### Floorplan with the power grid, run 1

Drawn at 6 px/µm. Pins as bars on the die edge.
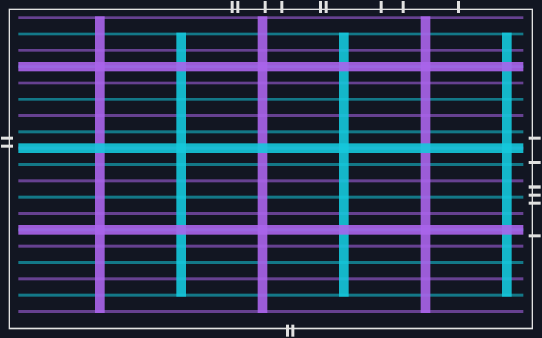
### Logic cells by family, run 1

Drawn at 4 px/µm.
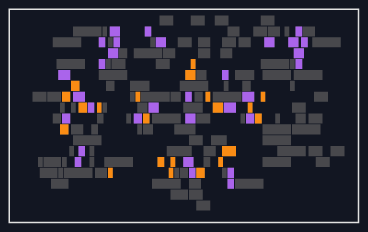
### Signal wires by layer, run 1

Drawn at 8 px/µm.
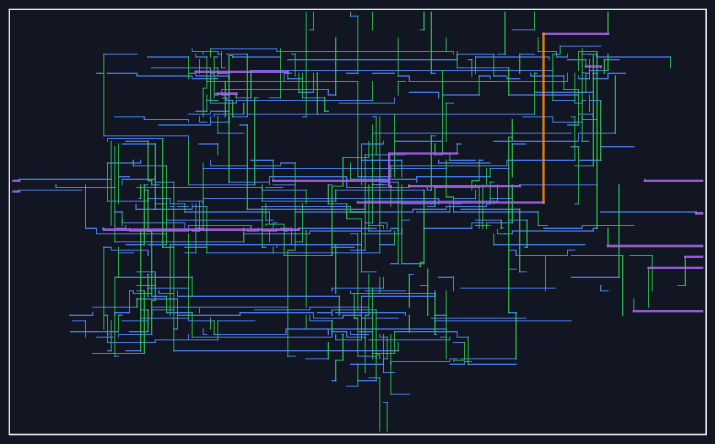
==> src/rtl/fifo_uart_tx_if.sv <==
// Bus between the FIFO read port and the serial drain stage, plus serial-side status.
// Pop handshake: read_from_stack is a one-cycle pop strobe, only raised while stack_empty was low; Data_out is valid the cycle after it.
interface fifo_uart_tx_if;
    logic       enable;
    logic       stack_empty;
    logic       read_from_stack;
    logic [7:0] Data_out;
    logic       tx;
    logic       busy;
    logic       tx_done;
    logic [2:0] dbg_state;

    modport master (
        output enable, stack_empty, Data_out,
        input  read_from_stack, tx, busy, tx_done, dbg_state
    );

    modport slave (
        input  enable, stack_empty, Data_out,
        output read_from_stack, tx, busy, tx_done, dbg_state
    );
endinterface

==> src/rtl/fifo_uart_tx.sv <==
// Drains an 8-bit FIFO one byte at a time and serialises each byte as an async frame:
// start, 8 data bits LSB first, optional even parity, stop bits. Every output is registered.
module fifo_uart_tx #(
    parameter int CLKS_PER_BIT = 16,
    parameter bit PARITY_EN    = 1'b0,
    parameter int STOP_BITS    = 1
) (
    input  logic           clk,
    input  logic           rst,
    fifo_uart_tx_if.slave  io_fifo
);

    localparam logic [2:0] S_IDLE   = 3'd0;
    localparam logic [2:0] S_POP    = 3'd1;
    localparam logic [2:0] S_LATCH  = 3'd2;
    localparam logic [2:0] S_START  = 3'd3;
    localparam logic [2:0] S_DATA   = 3'd4;
    localparam logic [2:0] S_PARITY = 3'd5;
    localparam logic [2:0] S_STOP   = 3'd6;

    localparam int            BW        = (CLKS_PER_BIT > 2) ? $clog2(CLKS_PER_BIT) : 1;
    localparam logic [BW-1:0] BAUD_LAST = BW'(CLKS_PER_BIT - 1);
    localparam logic [2:0]    STOP_LAST = 3'(STOP_BITS - 1);

    logic [2:0]    r_state;
    logic [BW-1:0] r_baud;
    logic [2:0]    r_bit;
    logic [7:0]    r_shift;
    logic          r_parity;
    logic          r_tx;
    logic          r_rd;
    logic          r_busy;
    logic          r_done;

    logic [2:0]    w_state_next;
    logic [BW-1:0] w_baud_next;
    logic [2:0]    w_bit_next;
    logic [7:0]    w_shift_next;
    logic          w_parity_next;
    logic          w_tx_next;
    logic          w_done_next;
    logic          w_baud_last;
    logic          w_can_pop;
    logic          w_timed;

    assign w_baud_last = (r_baud == BAUD_LAST);
    assign w_can_pop   = io_fifo.enable && !io_fifo.stack_empty;
    assign w_timed     = (r_state == S_START) || (r_state == S_DATA) ||
                         (r_state == S_PARITY) || (r_state == S_STOP);

    always_comb begin
        w_state_next  = r_state;
        w_shift_next  = r_shift;
        w_parity_next = r_parity;
        case (r_state)
            S_IDLE: begin
                if (w_can_pop) w_state_next = S_POP;
            end
            S_POP: begin
                w_state_next = S_LATCH;
            end
            S_LATCH: begin
                w_state_next  = S_START;
                w_shift_next  = io_fifo.Data_out;
                w_parity_next = ^io_fifo.Data_out;
            end
            S_START: begin
                if (w_baud_last) w_state_next = S_DATA;
            end
            S_DATA: begin
                if (w_baud_last) begin
                    w_shift_next = {1'b0, r_shift[7:1]};
                    if (r_bit == 3'd7) w_state_next = PARITY_EN ? S_PARITY : S_STOP;
                end
            end
            S_PARITY: begin
                if (w_baud_last) w_state_next = S_STOP;
            end
            S_STOP: begin
                // The final stop cycle doubles as the IDLE check so frames can run back-to-back.
                if (w_baud_last && (r_bit == STOP_LAST)) w_state_next = w_can_pop ? S_POP : S_IDLE;
            end
            default: begin
                w_state_next = S_IDLE;
            end
        endcase
    end

    // Baud and bit counters restart on every state change; the bit counter also counts stop bits.
    always_comb begin
        w_baud_next = '0;
        w_bit_next  = '0;
        if ((w_state_next == r_state) && w_timed) begin
            w_baud_next = w_baud_last ? '0 : r_baud + BW'(1);
            w_bit_next  = w_baud_last ? r_bit + 3'd1 : r_bit;
        end
    end

    always_comb begin
        w_tx_next = 1'b1;
        case (w_state_next)
            S_START:  w_tx_next = 1'b0;
            S_DATA:   w_tx_next = w_shift_next[0];
            S_PARITY: w_tx_next = w_parity_next;
            default:  w_tx_next = 1'b1;
        endcase
    end

    assign w_done_next = (w_state_next == S_STOP) && (w_baud_next == BAUD_LAST) &&
                         (w_bit_next == STOP_LAST);

    // Outputs are loaded from next-state values so they line up with the state they describe.
    always_ff @(posedge clk) begin
        if (rst) begin
            r_state  <= S_IDLE;
            r_baud   <= '0;
            r_bit    <= '0;
            r_shift  <= '0;
            r_parity <= 1'b0;
            r_tx     <= 1'b1;
            r_rd     <= 1'b0;
            r_busy   <= 1'b0;
            r_done   <= 1'b0;
        end else begin
            r_state  <= w_state_next;
            r_baud   <= w_baud_next;
            r_bit    <= w_bit_next;
            r_shift  <= w_shift_next;
            r_parity <= w_parity_next;
            r_tx     <= w_tx_next;
            r_rd     <= (w_state_next == S_POP);
            r_busy   <= (w_state_next != S_IDLE);
            r_done   <= w_done_next;
        end
    end

    assign io_fifo.tx              = r_tx;
    assign io_fifo.read_from_stack = r_rd;
    assign io_fifo.busy            = r_busy;
    assign io_fifo.tx_done         = r_done;
    assign io_fifo.dbg_state       = r_state;

endmodule

==> src/flat_wrapper.sv <==
// flat-port wrapper written by rule: the top's interface ports become plain ports
module fifo_uart_tx_flat 
#(
    parameter int CLKS_PER_BIT = 16,
    parameter bit PARITY_EN    = 1'b0,
    parameter int STOP_BITS    = 1
)
  (clk, rst, io_fifo_enable, io_fifo_stack_empty, io_fifo_Data_out, io_fifo_read_from_stack, io_fifo_tx, io_fifo_busy, io_fifo_tx_done, io_fifo_dbg_state);
  fifo_uart_tx_if io_fifo_i ();
  input  logic clk;
  input  logic rst;
  input wire logic [$bits(io_fifo_i.enable)-1:0] io_fifo_enable;
  input wire logic [$bits(io_fifo_i.stack_empty)-1:0] io_fifo_stack_empty;
  input wire logic [$bits(io_fifo_i.Data_out)-1:0] io_fifo_Data_out;
  output wire logic [$bits(io_fifo_i.read_from_stack)-1:0] io_fifo_read_from_stack;
  output wire logic [$bits(io_fifo_i.tx)-1:0] io_fifo_tx;
  output wire logic [$bits(io_fifo_i.busy)-1:0] io_fifo_busy;
  output wire logic [$bits(io_fifo_i.tx_done)-1:0] io_fifo_tx_done;
  output wire logic [$bits(io_fifo_i.dbg_state)-1:0] io_fifo_dbg_state;
  assign io_fifo_i.enable = io_fifo_enable;
  assign io_fifo_i.stack_empty = io_fifo_stack_empty;
  assign io_fifo_i.Data_out = io_fifo_Data_out;
  assign io_fifo_read_from_stack = io_fifo_i.read_from_stack;
  assign io_fifo_tx = io_fifo_i.tx;
  assign io_fifo_busy = io_fifo_i.busy;
  assign io_fifo_tx_done = io_fifo_i.tx_done;
  assign io_fifo_dbg_state = io_fifo_i.dbg_state;
  fifo_uart_tx #(.CLKS_PER_BIT(CLKS_PER_BIT), .PARITY_EN(PARITY_EN), .STOP_BITS(STOP_BITS)) u_core (.clk(clk), .rst(rst), .io_fifo(io_fifo_i));
endmodule
==> config.mk <==
export PLATFORM = sky130hd
export DESIGN_NAME = fifo_uart_tx_flat
export DESIGN_NICKNAME = d
export VERILOG_FILES = /design/src/rtl/fifo_uart_tx_if.sv /design/src/rtl/fifo_uart_tx.sv /design/src/flat_wrapper.sv
export SDC_FILE = /design/constraint.sdc
export NUM_CORES = 1
export LEC_CHECK = 0
export CORE_ASPECT_RATIO = 0.6
export CORE_UTILIZATION = 27
export CTS_BUF_LIST = sky130_fd_sc_hd__clkbuf_8
export DETAILED_ROUTE_END_ITERATION = 10
export PLACE_DENSITY_LB_ADDON = 0.08
export SYNTH_ARGS = -nofsm -noshare
export SYNTH_HDL_FRONTEND = slang
export SYNTH_SLANG_ARGS = --single-unit
==> constraint.sdc <==
create_clock -name clk -period 2.55 [get_ports clk]
set_clock_uncertainty 0.1 [all_clocks]
set_input_delay 0.3825 -clock clk [delete_from_list [all_inputs] [get_ports clk]]
set_output_delay 0.3825 -clock clk [all_outputs]
set_load 0.05 [all_outputs]
==> metrics.csv, run 1 <==
metric;value;unit
timing_hold_violations_final;0;
drt_iter0_drc;51;
synthSimpleGateAreaFrac;0.255;
met2_wirelength;1.10;mm
n_clock_buffer;3;
floorplan.tapcells;60;
setup_viol;0;
reg_top3;u_core.r_shift: 8 flops, u_core.r_baud: 4 flops;
worst_setup_path_end_kind;flop;
layout.cells.most_common;sky130_fd_sc_hd__dfxtp_1;
worst-path-buf-inv;0;
critical-path-max-stage-delay;0.53;ns
cell_types_with_the_largest_area_share_after_synthesis;sky130_fd_sc_hd__dfxtp_1, sky130_fd_sc_hd__xnor2_1, sky130_fd_sc_hd__a21oi_1;
status;finished, final reports clean;
post_cts_resized;0;
totalWireLength;3.02;mm
worst-r2r-setup-slack;0.16;ns
timing.critical_path.required;2.64;ns
crit_path_top_delay_cell;sky130_fd_sc_hd__or4_4;
nNonClkBuffers;22;
layout.cells.most_common_list;sky130_fd_sc_hd__dfxtp_1, sky130_fd_sc_hd__clkdlybuf4s50_1, sky130_fd_sc_hd__nand2_1;
critical_path.reg2reg.endpoint;u_core.io_fifo.tx_done$_SDFF_PP0_;
num_antenna_cells;0;
netSwitchingPower;0.000233;W
seq-cell-share;0.313;
place_worst_setup_slack;0.171;ns
global_route.overflow_total;0;
die_width;86.9;µm
gp_congestion;0.812;
wl_per_cell;14.0;µm
hold-path-endpoint;u_core.r_shift[3]$_SDFFE_PP0P_;
grt.met1_usage;0.236;
top_cells_by_count;sky130_fd_sc_hd__dfxtp_1, sky130_fd_sc_hd__nand2_1, sky130_fd_sc_hd__a21oi_1;
ctsHoldBuffers;0;
share_clk_of_total_power;0.282;
worstSetupStartpointType;flop;
combinationalPower;0.000174;W
layout_cell_share_with_drive_strength_beyond_1;0.0833;
yosysMostFrequentCell;sky130_fd_sc_hd__dfxtp_1;
power_leakage;0.514;nW
flip_flop_count_of_the_largest_register_all_copies_and_words_added;8;
io_pins;19;
final.period_utilization;0.936;
netlist.area_leader.share;0.394;
timing.setup.critical_path_class;flop to flop;
yosys_cells;137;
synthAdderAreaFrac;0.0428;
cts_max_level;1;
yosysChipArea;1170;µm²
synth.cellmix.xorXnorShare;0.0675;
timing.critical_path.max_delay_family;simple AND/OR/NAND/NOR gates;
area_growth_syn_to_layout;25.9;%
pwr_density_cell;540;nW/µm²
comb.multi_input.count;101;
area.sequential;460;µm²
synth.logic.top_family;simple AND/OR/NAND/NOR gates;
antenna_left;0;
max_slew_margin;0.579;
layout.cell_area.non_filler;1470;µm²
postCtsSetupRepairBufs;0;
seq_area_frac_synth;0.394;
synthMuxAreaShare;0.0128;
yosysUniqueCellTypes;38;
min_path_type;flop to flop;
antenna_violations_before_repair;0;
powerClk;0.000224;W
nonClkBufAreaFrac;0.143;
arrival;2.48;ns
max_flop_register;u_core.r_shift;
comb_area_frac;0.447;
max-cap-violations;0;
power_top_consumer;sequential cells;
synth_compound_gate_area_share;0.185;
ctsRootBufferMaster;sky130_fd_sc_hd__clkbuf_8;
synth.cell_area;1170;µm²
design.final.nets;173;
period_needed;2.39;ns
postSynth.topFlopCell;sky130_fd_sc_hd__dfxtp_1;
power.share.switching;0.293;
share_comb_of_total_power;0.219;
groute.layer.met2.usage;0.173;
final.hold.worst_slack;0.361;ns
synth.ff_latch_count;23;
placement.io_buffers;18;
remaining_drc_errors;0;
drt-met1-wl;1.74;mm
grt_pass1_wl;4.75;mm
die_height;53.0;µm
num-nonclk-inverters;6;
sequential_power_share;0.499;
postLayoutSetupSlackWorst;0.162;ns
setup-tns-final;0;ns
power.internal;0.000561;W
warning_count;27;
yosysWarningCount;0;
post_dp_cell_area;1430;µm²
dpl.cell_count;212;
setup_repair_after_global_routing_missed_its_margin;no;
grt-busiest-layer;met1;
timing.final.max_slew_violations;0;
grt_max_degree;13;
mappedNetlistNets;153;
dp.final_hpwl;2.36;mm
worst-slew-pin-transition;0.632;ns
grt_util_all_layers;0.144;
layout.area.comb;658;µm²
first_global_vias;880;
number_of_buffers_inserted_during_clock_tree_synthesis;3;
post-synth-top-area-cell;sky130_fd_sc_hd__dfxtp_1;
ctsLongestPathBuffers;2;
final-instance-count-excl-fill;216;
cts_tree;yes;
grt_util_met3;0.0390;
cts.sink_count;23;
filler_cell_count;446;
power;0.000794;W
core_util_floorplan;0.284;
worstSetupPathDepth;6;
timing.critical_path.from;u_core.r_baud[0]$_SDFF_PP0_;
floorplan.rows;18;
capture_point_of_the_worst_path;u_core.io_fifo.tx_done$_SDFF_PP0_;
core;4120;µm²
max_freq;419;MHz
worstHoldPathCells;2;
worstPathCellList;ha_1 -> nand3_4 -> mux2_4 -> a221o_1 -> or4_4 -> nor3_2;
cts.clk_slew.worst_paths;0.08;ns
Notes on 'Floorplan with the power grid' above:
Key: purple = VSS; cyan = VDD
19 signal pins sit on the boundary. 6 straps on met4.

Notes on 'Logic cells by family' above:
Key: orange = nor cells [cells 21]; purple = aoi and oai cells [cells 31]

Notes on 'Signal wires by layer' above:
Key: green = M2 [wire length 1100 µm]; blue = M1 [wire length 1740 µm]; purple = M3 [wire length 151 µm]; orange = M4 [wire length 21.1 µm]

## Run 2: what changed since run 1
- ABC_CLOCK_PERIOD_IN_PS: unset -> 2550
- GPL_ROUTABILITY_DRIVEN: unset -> 0
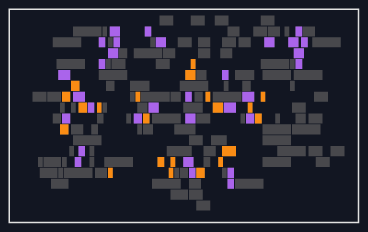
*Logic cells by family, run 2*
Drawn at 4 px/µm.
Key: purple = aoi and oai cells [cells 31]; orange = nor cells [cells 21]

==> metrics.csv, run 2 <==
metric;value;unit;change
synth.cellmix.xorXnorShare;0.0675;;unchanged
post-synth-top-area-cell;sky130_fd_sc_hd__dfxtp_1;;unchanged
hold-path-endpoint;u_core.r_shift[3]$_SDFFE_PP0P_;;unchanged
met2_wirelength;1.10;mm;unchanged
worst_setup_path_end_kind;flop;;unchanged
remaining_drc_errors;0;;unchanged
seq_area_frac_synth;0.394;;unchanged
status;finished, final reports clean;;unchanged
reg_top3;u_core.r_shift: 8 flops, u_core.r_baud: 4 flops;;unchanged
power;0.000794;W;unchanged
synth.cell_area;1170;µm²;unchanged
drt_iter0_drc;51;;unchanged
global_route.overflow_total;0;;unchanged
timing.final.max_slew_violations;0;;unchanged
wl_per_cell;14.0;µm;unchanged
area.sequential;460;µm²;unchanged
max-cap-violations;0;;unchanged
worstHoldPathCells;2;;unchanged
mappedNetlistNets;153;;unchanged
dp.final_hpwl;2.36;mm;unchanged
layout.cell_area.non_filler;1470;µm²;unchanged
comb_area_frac;0.447;;unchanged
worst-path-buf-inv;0;;unchanged
flip_flop_count_of_the_largest_register_all_copies_and_words_added;8;;unchanged
setup_repair_after_global_routing_missed_its_margin;no;;unchanged
share_clk_of_total_power;0.282;;about the same
cts_max_level;1;;unchanged
netSwitchingPower;0.000233;W;unchanged
grt-busiest-layer;met1;;unchanged
nonClkBufAreaFrac;0.143;;unchanged
timing.critical_path.required;2.64;ns;about the same
netlist.area_leader.share;0.394;;unchanged
yosysWarningCount;0;;unchanged
yosys_cells;137;;unchanged
combinationalPower;0.000174;W;about the same
sequential_power_share;0.499;;about the same
postLayoutSetupSlackWorst;0.162;ns;unchanged
post_cts_resized;0;;unchanged
worstPathCellList;ha_1 -> nand3_4 -> mux2_4 -> a221o_1 -> or4_4 -> nor3_2;;unchanged
worstSetupStartpointType;flop;;unchanged
ctsLongestPathBuffers;2;;unchanged
yosysMostFrequentCell;sky130_fd_sc_hd__dfxtp_1;;unchanged
post_dp_cell_area;1430;µm²;unchanged
postSynth.topFlopCell;sky130_fd_sc_hd__dfxtp_1;;unchanged
min_path_type;flop to flop;;unchanged
nNonClkBuffers;22;;unchanged
worst-slew-pin-transition;0.632;ns;unchanged
grt_pass1_wl;4.75;mm;unchanged
ctsRootBufferMaster;sky130_fd_sc_hd__clkbuf_8;;unchanged
final.period_utilization;0.936;;unchanged
top_cells_by_count;sky130_fd_sc_hd__dfxtp_1, sky130_fd_sc_hd__nand2_1, sky130_fd_sc_hd__a21oi_1;;unchanged
critical_path.reg2reg.endpoint;u_core.io_fifo.tx_done$_SDFF_PP0_;;unchanged
share_comb_of_total_power;0.219;;about the same
warning_count;27;;unchanged
grt.met1_usage;0.236;;unchanged
setup-tns-final;0;ns;unchanged
yosysChipArea;1170;µm²;unchanged
max_freq;419;MHz;unchanged
antenna_violations_before_repair;0;;unchanged
core_util_floorplan;0.284;;unchanged
filler_cell_count;446;;unchanged
layout_cell_share_with_drive_strength_beyond_1;0.0833;;unchanged
comb.multi_input.count;101;;unchanged
cts.clk_slew.worst_paths;0.08;ns;about the same
power_top_consumer;sequential cells;;unchanged
synth.ff_latch_count;23;;unchanged
area_growth_syn_to_layout;25.9;%;unchanged
num-nonclk-inverters;6;;unchanged
layout.area.comb;658;µm²;unchanged
power.internal;0.000561;W;unchanged
die_height;53.0;µm;unchanged
synthSimpleGateAreaFrac;0.255;;unchanged
grt_max_degree;13;;unchanged
max_slew_margin;0.579;;unchanged
place_worst_setup_slack;0.171;ns;unchanged
ctsHoldBuffers;0;;unchanged
io_pins;19;;unchanged
drt-met1-wl;1.74;mm;unchanged
grt_util_all_layers;0.144;;unchanged
layout.cells.most_common_list;sky130_fd_sc_hd__dfxtp_1, sky130_fd_sc_hd__clkdlybuf4s50_1, sky130_fd_sc_hd__nand2_1;;unchanged
cts_tree;yes;;unchanged
synth.logic.top_family;simple AND/OR/NAND/NOR gates;;unchanged
## Run 3: what changed since run 2
- CTS_CLUSTER_DIAMETER: unset -> 30
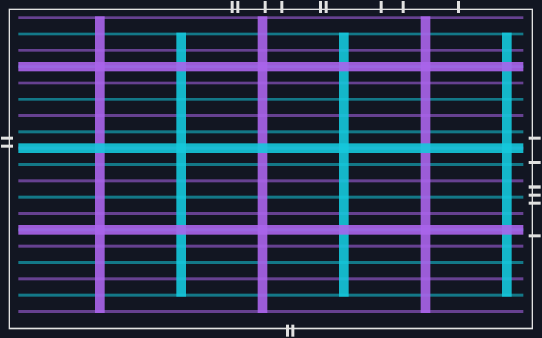
*Floorplan with the power grid, run 3*
Drawn at 6 px/µm. Pins as bars on the die edge.
Key: purple = VSS; cyan = VDD
The core has 18 rows. 19 met1 rails follow the rows. 19 signal pins sit on the boundary.
Std-Cell Core Area: 4120 µm²
horizontal die dimension: 86.9 µm
VDD IR max: 0.174 mV
height of the die: 53.0 µm

==> metrics.csv, run 3 <==
metric;value;unit;change
status;finished, final reports clean;;unchanged
layout.cells.most_common_list;sky130_fd_sc_hd__dfxtp_1, sky130_fd_sc_hd__clkdlybuf4s50_1, sky130_fd_sc_hd__nand2_1;;unchanged
layout_cell_share_with_drive_strength_beyond_1;0.0833;;unchanged
design.final.nets;173;;unchanged
post_cts_resized;0;;unchanged
synth.cell_area;1170;µm²;unchanged
core_util_floorplan;0.284;;unchanged
share_comb_of_total_power;0.219;;about the same
hold-path-endpoint;u_core.r_shift[3]$_SDFFE_PP0P_;;unchanged
post_dp_cell_area;1430;µm²;unchanged
cts.clk_slew.worst_paths;0.08;ns;about the same
drt_iter0_drc;51;;unchanged
warning_count;27;;unchanged
final-instance-count-excl-fill;216;;unchanged
floorplan.rows;18;;unchanged
highest-signal-layer;met4;;unchanged
wl_per_cell;14.0;µm;unchanged
ctsRootBufferMaster;sky130_fd_sc_hd__clkbuf_8;;unchanged
global_route.overflow_total;0;;unchanged
synth.ff_latch_count;23;;unchanged
layout.cells.most_common;sky130_fd_sc_hd__dfxtp_1;;unchanged
antenna_left;0;;unchanged
yosysWarningCount;0;;unchanged
yosysChipArea;1170;µm²;unchanged
cts_tree;yes;;unchanged
timing.critical_path.max_delay_family;simple AND/OR/NAND/NOR gates;;unchanged
postLayoutCoreUtil;0.357;;unchanged
layout.cell_area.non_filler;1470;µm²;unchanged
yosysMostFrequentCell;sky130_fd_sc_hd__dfxtp_1;;unchanged
worst-slew-pin-transition;0.632;ns;unchanged
top_cells_by_count;sky130_fd_sc_hd__dfxtp_1, sky130_fd_sc_hd__nand2_1, sky130_fd_sc_hd__a21oi_1;;unchanged
powerClk;0.000224;W;about the same
grt_pass1_wl;4.75;mm;unchanged
setup_repair_after_global_routing_missed_its_margin;no;;unchanged
layout.area.comb;658;µm²;unchanged
post-synth-top-area-cell;sky130_fd_sc_hd__dfxtp_1;;unchanged
antenna_violations_before_repair;0;;unchanged
met2_wirelength;1.10;mm;unchanged
timing.critical_path.from;u_core.r_baud[0]$_SDFF_PP0_;;unchanged
grt_util_met3;0.0390;;unchanged
sequential_cell_total;23;;unchanged
grt.met1_usage;0.236;;unchanged
critical-path-max-stage-delay;0.53;ns;about the same
yosysUniqueCellTypes;38;;unchanged
grt_max_degree;13;;unchanged
power_top_consumer;sequential cells;;unchanged
cts_max_level;1;;unchanged
ctsLongestPathBuffers;2;;unchanged
groute.layer.met2.usage;0.173;;unchanged
place_worst_setup_slack;0.171;ns;unchanged
synthSimpleGateAreaFrac;0.255;;unchanged
cts.sink_count;23;;unchanged
worstPathCellList;ha_1 -> nand3_4 -> mux2_4 -> a221o_1 -> or4_4 -> nor3_2;;unchanged
dpl.cell_count;212;;unchanged
period_needed;2.39;ns;unchanged
filler_cell_count;446;;unchanged
final.period_utilization;0.936;;unchanged
share_clk_of_total_power;0.282;;about the same
crit_path_top_delay_cell;sky130_fd_sc_hd__or4_4;;unchanged
comb_area_frac;0.447;;unchanged
setup_viol;0;;unchanged
worstSetupStartpointType;flop;;unchanged
io_pins;19;;unchanged
seq-cell-share;0.313;;unchanged
setup-tns-final;0;ns;unchanged
nNonClkBuffers;22;;unchanged
grt_util_all_layers;0.144;;unchanged
max-cap-violations;0;;unchanged
grt-busiest-layer;met1;;unchanged
postCtsSetupRepairBufs;0;;unchanged
number_of_buffers_inserted_during_clock_tree_synthesis;3;;unchanged
worst-r2r-setup-slack;0.16;ns;about the same
capture_point_of_the_worst_path;u_core.io_fifo.tx_done$_SDFF_PP0_;;unchanged
synth_compound_gate_area_share;0.185;;unchanged
netlist.area_leader.share;0.394;;unchanged
cell_types_with_the_largest_area_share_after_synthesis;sky130_fd_sc_hd__dfxtp_1, sky130_fd_sc_hd__xnor2_1, sky130_fd_sc_hd__a21oi_1;;unchanged
reg_top3;u_core.r_shift: 8 flops, u_core.r_baud: 4 flops;;unchanged
worstSetupPathDepth;6;;unchanged
min_path_type;flop to flop;;unchanged
max_flop_register;u_core.r_shift;;unchanged
area.sequential;460;µm²;unchanged
synth.logic.top_family;simple AND/OR/NAND/NOR gates;;unchanged
postSynth.topFlopCell;sky130_fd_sc_hd__dfxtp_1;;unchanged
postLayoutSetupSlackWorst;0.162;ns;unchanged
num_antenna_cells;0;;unchanged
placement.io_buffers;18;;unchanged
nonClkBufAreaFrac;0.143;;unchanged
critical_path.reg2reg.endpoint;u_core.io_fifo.tx_done$_SDFF_PP0_;;unchanged
remaining_drc_errors;0;;unchanged
area_growth_syn_to_layout;25.9;%;unchanged
sequential_power_share;0.499;;about the same
dp.final_hpwl;2.36;mm;unchanged
floorplan.tapcells;60;;unchanged
timing.critical_path.required;2.64;ns;about the same
num-nonclk-inverters;6;;unchanged
combinationalPower;0.000174;W;about the same
seq_area_frac_synth;0.394;;unchanged
totalWireLength;3.02;mm;unchanged
first_global_vias;880;;unchanged
synthMuxAreaShare;0.0128;;unchanged
power.share.switching;0.293;;unchanged
ctsHoldBuffers;0;;unchanged
flip_flop_count_of_the_largest_register_all_copies_and_words_added;8;;unchanged
worst-path-buf-inv;0;;unchanged
timing.final.max_slew_violations;0;;unchanged
worst_setup_path_end_kind;flop;;unchanged
drt-met1-wl;1.74;mm;unchanged
netSwitchingPower;0.000233;W;unchanged
final.hold.worst_slack;0.361;ns;unchanged
n_clock_buffer;3;;unchanged
pwr_density_cell;540;nW/µm²;unchanged
No activity file was given, so power comes from the tool's default toggle rates.
